--- config.mk ---
export PLATFORM = sky130hd
export DESIGN_NAME = sink_controller
export DESIGN_NICKNAME = d
export VERILOG_FILES = /design/src/rtl/bridge_pkg.sv /design/src/rtl/sink_controller.sv
export SDC_FILE = /design/constraint.sdc
export NUM_CORES = 1
export LEC_CHECK = 0
export ABC_AREA = 0
export CAP_MARGIN = 5
export CORE_MARGIN = 5
export CORE_UTILIZATION = 41
export DETAILED_ROUTE_END_ITERATION = 10
export PLACE_DENSITY = 0.81
export RECOVER_POWER = 50
export SYNTH_ARGS = -nofsm -noshare
export SYNTH_HDL_FRONTEND = slang
export SYNTH_SLANG_ARGS = --single-unit
--- constraint.sdc ---
create_clock -name i_clk_sink -period 2.4 [get_ports i_clk_sink]
set_input_delay 0.36 -clock i_clk_sink [delete_from_list [all_inputs] [get_ports i_clk_sink]]
set_output_delay 0.36 -clock i_clk_sink [all_outputs]
set_load 0.01 [all_outputs]
--- src/rtl/bridge_pkg.sv ---
// Shared widths, request-packet field positions and sink FSM encoding
// for the sink side of the bridge.
package bridge_pkg;

  localparam int ADDR_WIDTH   = 32;
  localparam int DATA_WIDTH   = 32;
  localparam int PACKET_WIDTH = ADDR_WIDTH + DATA_WIDTH + 2;
  localparam int RSP_WIDTH    = DATA_WIDTH + 1;

  // Request packet layout, MSB first: {rd0_wr1, valid, addr, wr_data}
  localparam int PKT_DATA_LSB  = 0;
  localparam int PKT_ADDR_LSB  = DATA_WIDTH;
  localparam int PKT_VALID_BIT = ADDR_WIDTH + DATA_WIDTH;
  localparam int PKT_RW_BIT    = ADDR_WIDTH + DATA_WIDTH + 1;

  typedef enum logic [2:0] {
    S_IDLE     = 3'd0,
    S_ISSUE    = 3'd1,
    S_WAIT_RD  = 3'd2,
    S_PUSH_RSP = 3'd3,
    S_SLEEP    = 3'd4
  } sink_state_e;

endpackage

--- src/rtl/sink_controller.sv ---
// Sink-side bridge controller: pops request packets from a FWFT FIFO, runs
// them on the master port and pushes read responses into the response FIFO.
module sink_controller
  import bridge_pkg::*;
#(
  parameter int ADDR_WIDTH   = bridge_pkg::ADDR_WIDTH,
  parameter int DATA_WIDTH   = bridge_pkg::DATA_WIDTH,
  parameter int PACKET_WIDTH = bridge_pkg::PACKET_WIDTH
) (
  input  logic                    i_clk_sink,
  input  logic                    i_rstn_sink,
  input  logic                    i_sink_sleep_req,
  output logic                    o_sink_sleep_ack,
  input  logic                    source_sleep_status,
  output logic                    sink_sleep_status,
  input  logic [PACKET_WIDTH-1:0] i_packet,
  input  logic                    req_fifo_empty,
  output logic                    req_fifo_rd_en,
  output logic [DATA_WIDTH:0]     o_rsp_packet,
  input  logic                    rsp_fifo_full,
  output logic                    rsp_fifo_wr_en,
  output logic                    rd0_wr1,
  output logic [ADDR_WIDTH-1:0]   addr,
  output logic                    valid,
  output logic [DATA_WIDTH-1:0]   wr_data,
  input  logic                    ready,
  input  logic [DATA_WIDTH-1:0]   rd_data,
  input  logic                    rd_valid,
  output sink_state_e             o_dbg_state
);

  // Master handshake: valid rises the cycle after the pop and holds
  // rd0_wr1/addr/wr_data steady; the transfer happens in the first cycle
  // with valid && ready, after which valid drops.

  sink_state_e           state_q, state_d;
  logic                  rd0_wr1_q, rd0_wr1_d;
  logic [ADDR_WIDTH-1:0] addr_q, addr_d;
  logic [DATA_WIDTH-1:0] wr_data_q, wr_data_d;
  logic [DATA_WIDTH:0]   rsp_q, rsp_d;

  logic sleep_pend;
  logic pop_c;
  logic push_c;

  assign sleep_pend = i_sink_sleep_req | source_sleep_status;

  always_comb begin
    state_d           = state_q;
    rd0_wr1_d         = rd0_wr1_q;
    addr_d            = addr_q;
    wr_data_d         = wr_data_q;
    rsp_d             = rsp_q;
    pop_c             = 1'b0;
    push_c            = 1'b0;
    valid             = 1'b0;
    o_rsp_packet      = rsp_q;
    sink_sleep_status = 1'b0;
    o_sink_sleep_ack  = 1'b0;
    case (state_q)
      S_IDLE: begin
        // Drain queued packets before honouring any sleep request.
        if (!req_fifo_empty) begin
          pop_c = 1'b1;
          if (i_packet[PKT_VALID_BIT]) begin
            rd0_wr1_d = i_packet[PKT_RW_BIT];
            addr_d    = i_packet[PKT_ADDR_LSB +: ADDR_WIDTH];
            wr_data_d = i_packet[PKT_DATA_LSB +: DATA_WIDTH];
            state_d   = S_ISSUE;
          end
        end else if (sleep_pend) begin
          state_d = S_SLEEP;
        end
      end
      S_ISSUE: begin
        valid = 1'b1;
        if (ready) state_d = rd0_wr1_q ? S_IDLE : S_WAIT_RD;
      end
      S_WAIT_RD: begin
        if (rd_valid) begin
          rsp_d = {1'b1, rd_data};
          if (!rsp_fifo_full) begin
            push_c       = 1'b1;
            o_rsp_packet = {1'b1, rd_data};
            state_d      = S_IDLE;
          end else begin
            state_d = S_PUSH_RSP;
          end
        end
      end
      S_PUSH_RSP: begin
        if (!rsp_fifo_full) begin
          push_c  = 1'b1;
          state_d = S_IDLE;
        end
      end
      S_SLEEP: begin
        sink_sleep_status = 1'b1;
        o_sink_sleep_ack  = i_sink_sleep_req;
        if (!sleep_pend) state_d = S_IDLE;
      end
      default: state_d = S_IDLE;
    endcase
  end

  // Gated by reset so the reset cycle can never pop or push.
  assign req_fifo_rd_en = pop_c & i_rstn_sink;
  assign rsp_fifo_wr_en = push_c & i_rstn_sink;

  always_ff @(posedge i_clk_sink) begin
    if (!i_rstn_sink) begin
      state_q   <= S_IDLE;
      rd0_wr1_q <= 1'b0;
      addr_q    <= '0;
      wr_data_q <= '0;
      rsp_q     <= '0;
    end else begin
      state_q   <= state_d;
      rd0_wr1_q <= rd0_wr1_d;
      addr_q    <= addr_d;
      wr_data_q <= wr_data_d;
      rsp_q     <= rsp_d;
    end
  end

  assign rd0_wr1     = rd0_wr1_q;
  assign addr        = addr_q;
  assign wr_data     = wr_data_q;
  assign o_dbg_state = state_q;

endmodule

Figure 1. Metal 1.
Cells faint in the background.
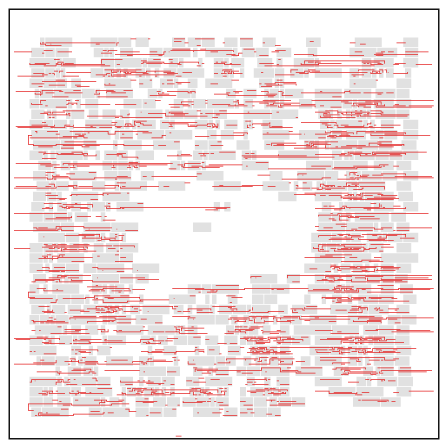
share of all routed wire: 39%
longest straight run: 38.2 um
nets with wire on the layer: 699
main direction: horizontal

Figure 2. Metal 2.
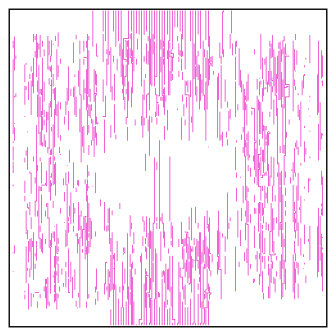
wire length on this layer: 6270 um
longest straight run: 43.5 um
nets with wire on the layer: 696

Figure 3. Metal 3.
Cells faint in the background.
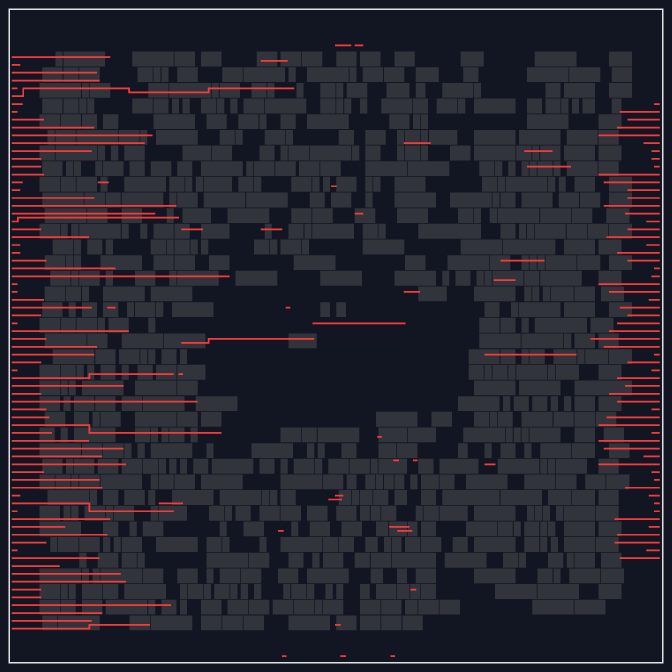
longest straight run: 37.5 um
share of all routed wire: 10%
nets with wire on the layer: 150

Figure 4. Signal wires on met4.
Bar = 20 um. Cells faint in the background.
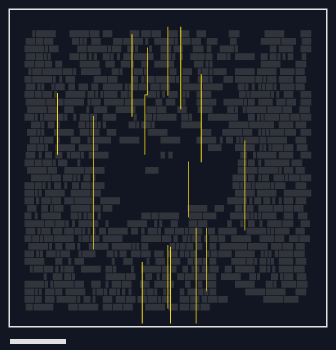
share of all routed wire: 3.1%
nets with wire on the layer: 12
main direction: vertical
longest straight run: 47.6 um
wire length on this layer: 402 um

Figure 5. Congestion heat map.
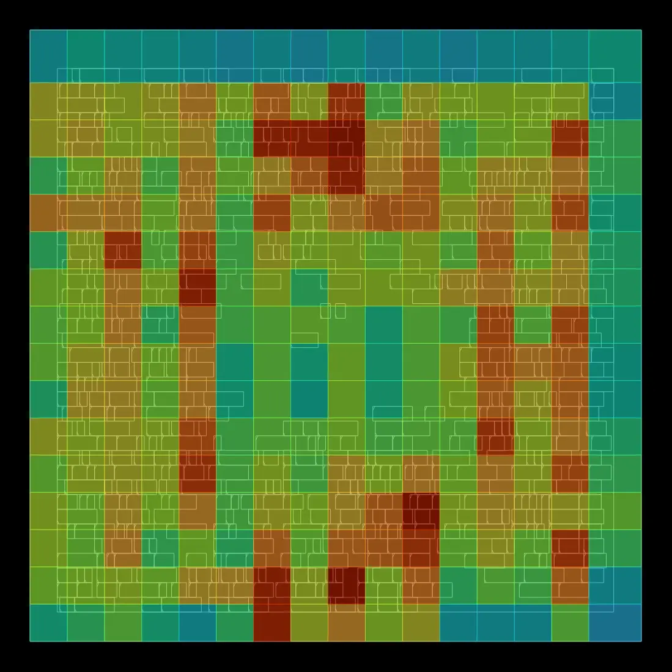
met2 Use GR: 0.337
GR Util All Layers: 0.196

==> cells in the mapped netlist <==
master,instances
a21o_1,1
mux2_4,29
mux2_2,3
or3b_2,1
and3_1,1
nor3b_2,1
buf_6,5
and2_1,2
o21ai_0,3
or4b_4,1
nor3b_1,1
nor3_1,2
mux2i_1,1
o21a_1,1
buf_2,1
o22ai_1,1
a21oi_1,3
nor4_1,1
nand2_1,195
nand2b_1,3
clkbuf_1,27
nand3_1,2
nor2_1,5
a21boi_0,97
nand3b_1,1
nor2b_1,1
nand2b_4,1
dfxtp_1,101
o211ai_1,1
or3_1,1
nor4b_1,1
buf_1,5
==> timing repair <==
action / 4_1_cts / 5_1_grt
pin swaps: 1 / 1
resized: 160 / 4
endpoints found under the setup margin: 33 / 32
setup buffers: 0 / 0
cloned: 1 / 2
==> routing by layer <==
| metal | track usage | up-vias | part of all wire |
|---|---|---|---|
| met5 | 0 | - | 0 |
| met4 | 0.0857 | 0 | 0.031 |
| met3 | 0.0834 | 31 | 0.10 |
| met2 | 0.337 | 173 | 0.48 |
| met1 | 0.210 | 1881 | 0.39 |
| li1 | - | 2030 | - |
==> state kept, by name, indices dropped and copies added, names as in the netlist <==
signal,cells
addr,32
o_dbg_state,3
rd0_wr1,1
rsp_q,33
wr_data,32
==> cell families (layout without fill, tap and decap cells) <==
group / after synthesis / after routing / synth area share
AND/OR/NAND/NOR: 220 / 220 / 0.206
AND-OR/OR-AND: 107 / 107 / 0.180
flip-flops: 101 / 101 / 0.463
buffers and inverters: 38 / 243 / 0.0415
multiplexers: 33 / 33 / 0.110
==> worst max-delay path, delay by kind of cell, from the launching register on <==
family                 cells  cell delay [ns]
and+or+nand+nor            2             0.79
muxes                      1             0.32
DFF                        1             0.33
buffers and inverters      2             0.33
==> path summary, 6_finish.rpt <==
check / to / slack, ns / depth (start not counted)
hold reg to reg: wr_data[8] / 0.46 / 2
setup reg to reg: wr_data[22] / 0.47 / 6
hold / removal: o_dbg_state[2] / 0.34 / 3
setup / recovery: o_rsp_packet[8] / -0.08 / 5
==> power by group <==
group          switching (mW)  leakage, nW  internal (mW)
Sequential             0.0375        0.820           1.75
Clock                   0.547        0.104          0.541
Combinational           0.303         1.89          0.395
Total                   0.887         2.82           2.69
==> area by class of cell <==
cell class                      count  area share
Clock buffer                       13      0.0230
Sequential cell                   101       0.293
Multi-Input combinational cell    360       0.315
Clock inverter                      3     0.00634
Tap cell                          136      0.0246
Timing Repair Buffer              227       0.338
==> out/results.ini <==
[setup_path]
crit_path_start_kind = flip-flop
critPathLaunch = o_dbg_state[2]
crit_path_max_fanout = 16
critical_path_required_ns = 2.04
slowest_stage = or4b_4
crit_arrival_ns = 2.12
path_class = flip-flop to primary output
path_cells = nand2b_4 -> or4b_4 -> buf_16 -> mux2_4 -> buf_6
critPathMaxStageDelay_ns = 0.65
endpoint_kind = primary output
r2r_start = o_dbg_state[1]

[final_layout]
n_antenna_cell = 0
lay_top_cells = nand2_1, clkdlybuf4s50_1, dfxtp_1, a21boi_0, dlygate4sd3_1
fillers = 822
stdcell_area_sq_mm = 0.00691
ff_latch_area_sq_mm = 0.00202
fin_cells = 840
area_delta_synth_final_pct = 58.2
layout_top_cell = nand2_1
final_util = 0.666
drive_above_1_share = 0.146
logic_area_sq_mm = 0.00218

[sta]
fmax_mhz = 403
setup-tns-final_ns = -2.13
setup_ws_ns = -0.0841
hold_violations = 0
fin_worst_skew_ns = 0.0117
fin_crit_sh = 1.04
tightest_slew_ns = 0.720
setup_viol = 32
relSlewSlack = 0.520
rsz0062_at_grt = true
finalMaxSlewViolations = 0

[place]
hpwlAfterDp_mm = 9.47
gp_congestion = 0.817
dp.cells = 821
place_area_sq_mm = 0.00660
dp_slack_ns = -0.347

[logic_synthesis]
yosysWarnings = 0
synth_cell_types = 32
floorplan.nets = 605
ys_seq_share = 0.463
synth_top_area_share = 0.463
ys_chip_area_sq_mm = 0.00437
synth-seq-cells = 101
synthCells = 499
ys_top_cells_by_area = dfxtp_1, nand2_1, a21boi_0, mux2_4, clkbuf_1
synth.cell_area_sq_mm = 0.00437

[power_and_ir_drop]
leakage_nw = 2.82
peakVddDrop_v = 0.000289
finalPower_mw = 3.58
powerDensity_mw_per_mm2 = 518

[cts]
cts_tree = yes
htree_levels = 3
clock_path_buffers = 2
clk_latency_ns = 0.35
cts_buffers = 9
clk_pin_slew_ns = 0.09
clock-sinks = 101
cts_root_buffer = clkbuf_8

[global_routing]
first_global_vias = 4183
antenna_found_initial = 0
grt_overflow = 0
grt_pass1_wl_mm = 20.4

[worst_hold_path]
hold_start = i_rstn_sink
hold_class = input pin to flip-flop

[detailed_routing]
routedWlPerCell_um = 15.6
wirelength_mm = 13.1
via_per_inst = 4.90
drc = 0
vias = 4115
ant_nets = 0

[floorplanning]
fp-row-count = 37
core_sq_mm = 0.0104
fp_util = 0.421
dieWidth_um = 113
io_pins = 212

[run]
max-cap-violations = 0

[run_status]
failed_checks = setup timing
status = finished, violations left

Power is estimated from default activity; no workload was simulated.
